[config.mk]
export PLATFORM = sky130hd
export DESIGN_NAME = vector_memory_sequencer
export DESIGN_NICKNAME = d
export VERILOG_FILES = /design/src/rtl/vector_memory_sequencer.sv
export SDC_FILE = /design/constraint.sdc
export NUM_CORES = 1
export LEC_CHECK = 0
export CAP_MARGIN = 0
export CORE_AREA = 2 2 166 168
export CTS_BUF_LIST = sky130_fd_sc_hd__clkbuf_8
export DETAILED_ROUTE_END_ITERATION = 16
export DIE_AREA = 0 0 168 170
export GPL_ROUTABILITY_DRIVEN = 0
export HOLD_SLACK_MARGIN = 0.1
export PLACE_DENSITY = 0.8
export RECOVER_POWER = 100
export SLEW_MARGIN = 20
export SYNTH_ARGS = -nofsm -noshare
export SYNTH_HDL_FRONTEND = slang
export SYNTH_SLANG_ARGS = --single-unit
[constraint.sdc]
create_clock -name clk -period 7.45 [get_ports clk]
set_input_delay 0.745 -clock clk [delete_from_list [all_inputs] [get_ports clk]]
set_output_delay 0.745 -clock clk [all_outputs]
set_load 0.01 [all_outputs]
[src/rtl/vector_memory_sequencer.sv]
// Memory-stage controller sharing one 16-bit RAM port between scalar accesses
// and 128-bit vector loads/stores that are sequenced as eight 16-bit beats.
module vector_memory_sequencer #(
    parameter int BEATS  = 8,
    parameter int WORD_W = 16
) (
    input  logic                      clk,
    input  logic                      reset,
    input  logic                      vector_wre_memory,
    input  logic                      write_memory_enable_memory,
    input  logic                      select_writeback_data_mux_memory,
    input  logic [WORD_W-1:0]         ALUresult_memory,
    input  logic [WORD_W-1:0]         srcB_memory,
    input  logic [7:0]                vector_address_data_memory,
    input  logic [BEATS*WORD_W-1:0]   vector_data_memory,
    input  logic [WORD_W-1:0]         mem_read_data,
    output logic [WORD_W-1:0]         mem_address,
    output logic [WORD_W-1:0]         mem_write_data,
    output logic                      mem_wre,
    output logic [WORD_W-1:0]         scalar_read_data,
    output logic [BEATS*WORD_W-1:0]   vector_load_data,
    output logic                      stall_pipeline,
    output logic                      busy
);

    localparam int VEC_W = BEATS * WORD_W;

    typedef enum logic [1:0] {
        IDLE,
        VSTORE,
        VLOAD,
        VLOAD_DRAIN
    } state_t;

    state_t          state;
    state_t          next_state;
    logic [2:0]      counter;
    logic [2:0]      next_counter;
    logic [2:0]      prev_beat;
    logic [7:0]      base_reg;
    logic [VEC_W-1:0] data_reg;
    logic [VEC_W-1:0] load_reg;
    logic            vec_store;
    logic            vec_load;
    logic            scalar_store;

    assign vec_store    = vector_wre_memory & write_memory_enable_memory;
    assign vec_load     = vector_wre_memory & ~write_memory_enable_memory
                          & select_writeback_data_mux_memory;
    assign scalar_store = ~vector_wre_memory & write_memory_enable_memory;
    assign prev_beat    = counter - 3'd1;

    always_ff @(posedge clk) begin
        if (reset) begin
            state    <= IDLE;
            counter  <= 3'd0;
            base_reg <= 8'd0;
            data_reg <= '0;
            load_reg <= '0;
        end else begin
            state   <= next_state;
            counter <= next_counter;
            if (state == IDLE && (vec_store || vec_load))
                base_reg <= vector_address_data_memory;
            if (state == IDLE && vec_store)
                data_reg <= vector_data_memory;
            // Read data lags the issued address by one cycle, so it lands in the previous beat's slice.
            if (state == VLOAD)
                load_reg[{prev_beat, 4'b0000} +: WORD_W] <= mem_read_data;
            if (state == VLOAD_DRAIN)
                load_reg[VEC_W-1 -: WORD_W] <= mem_read_data;
        end
    end

    always_comb begin
        next_state       = state;
        next_counter     = counter;
        mem_address      = '0;
        mem_write_data   = '0;
        mem_wre          = 1'b0;
        stall_pipeline   = 1'b0;
        vector_load_data = load_reg;

        case (state)
            IDLE: begin
                if (vec_store) begin
                    mem_address    = {5'b0, vector_address_data_memory, 3'd0};
                    mem_write_data = vector_data_memory[WORD_W-1:0];
                    mem_wre        = 1'b1;
                    stall_pipeline = 1'b1;
                    next_counter   = 3'd1;
                    next_state     = VSTORE;
                end else if (vec_load) begin
                    mem_address    = {5'b0, vector_address_data_memory, 3'd0};
                    stall_pipeline = 1'b1;
                    next_counter   = 3'd1;
                    next_state     = VLOAD;
                end else begin
                    mem_address    = ALUresult_memory;
                    mem_write_data = srcB_memory;
                    mem_wre        = scalar_store;
                end
            end
            VSTORE: begin
                mem_address    = {5'b0, base_reg, counter};
                mem_write_data = data_reg[{counter, 4'b0000} +: WORD_W];
                mem_wre        = 1'b1;
                stall_pipeline = (counter != 3'd7);
                next_counter   = counter + 3'd1;
                if (counter == 3'd7)
                    next_state = IDLE;
            end
            VLOAD: begin
                mem_address    = {5'b0, base_reg, counter};
                stall_pipeline = 1'b1;
                next_counter   = counter + 3'd1;
                if (counter == 3'd7)
                    next_state = VLOAD_DRAIN;
            end
            VLOAD_DRAIN: begin
                // Forward the last beat so the Memory/Writeback register sees the whole vector now.
                vector_load_data = {mem_read_data, load_reg[VEC_W-WORD_W-1:0]};
                next_state       = IDLE;
            end
            default: begin
                next_state = IDLE;
            end
        endcase

        if (reset) begin
            mem_address      = '0;
            mem_write_data   = '0;
            mem_wre          = 1'b0;
            stall_pipeline   = 1'b0;
            vector_load_data = '0;
        end
    end

    assign busy             = ~reset & (state != IDLE);
    assign scalar_read_data = reset ? '0 : mem_read_data;

endmodule

final_placement.png
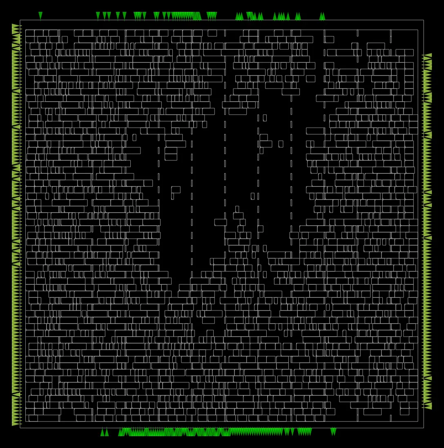
total core area: 0.02665 sq mm
Seq area share: 0.3280
tap cells: 341
Layout Utilization: 0.6162
registers: 269

cell_classes.png
Drawn at 2 px/micron.
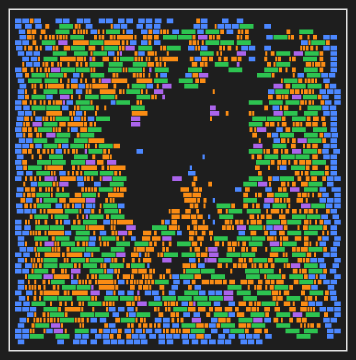
legend:
  other buffers and delay cells:
    colour: blue
    cells: 381
  flip-flops:
    colour: green
    cells: 269
  clock drivers and dummy loads:
    colour: purple
    cells: 74
  all other logic:
    colour: orange
    cells: 992
Core Rows: 60
post-route cell area: 0.01642 sq mm

==> results_dict.tcl <==
# place-and-route summary
set metrics [dict create \
    status "complete, but fails checks" \
    violations "max-capacitance violations, max-slew violations" \
    seq_power_share 0.396 \
    cp_cell_sequence "inv_1, ha_1, xor2_1, clkinvlp_2, ha_1, nor2b_1, nand4_1, nor2_1, o22a_1" \
    reg2reg_depth 9 \
    stdcell_count 2058 \
    grt_pass1_wl_microns 58260 \
    cp_num_cells 9 \
    maxSlewViolCount 223 \
    top_cell_area_share 0.4517 \
    fin_crit_ps 5374 \
    vias_per_cell 5.337 \
    endpoint "load_reg[6]" \
    syn_inst 1373 \
    final_nets 1891 \
    cts_resized 0 \
    wl_met1_microns 15140 \
    fp_util 0.4474 \
    maxCapViolations 6 \
    placed_area_sq_mm 0.01567 \
    syn-cell-area_sq_mm 0.01192 \
    grt-ovfl-total 0 \
    route.met3.wl_microns 3018 \
    first_pass_iters 5 \
    hold_slack_ps 450.4 \
    busiest_layer "met2" \
    required_ps 7920 \
    grt_pass1_vias 10640 \
    r2r_end "load_reg[6]" \
    hold_path.class "reg2reg" \
    internal-power_w 0.002698 \
    maxPowerGroup "registers" \
    n_all_inverters 23 \
    wl_met2_microns 18400 \
    critPathArrivalTime_ps 5840 \
    gr-usage-met1 0.3068 \
]
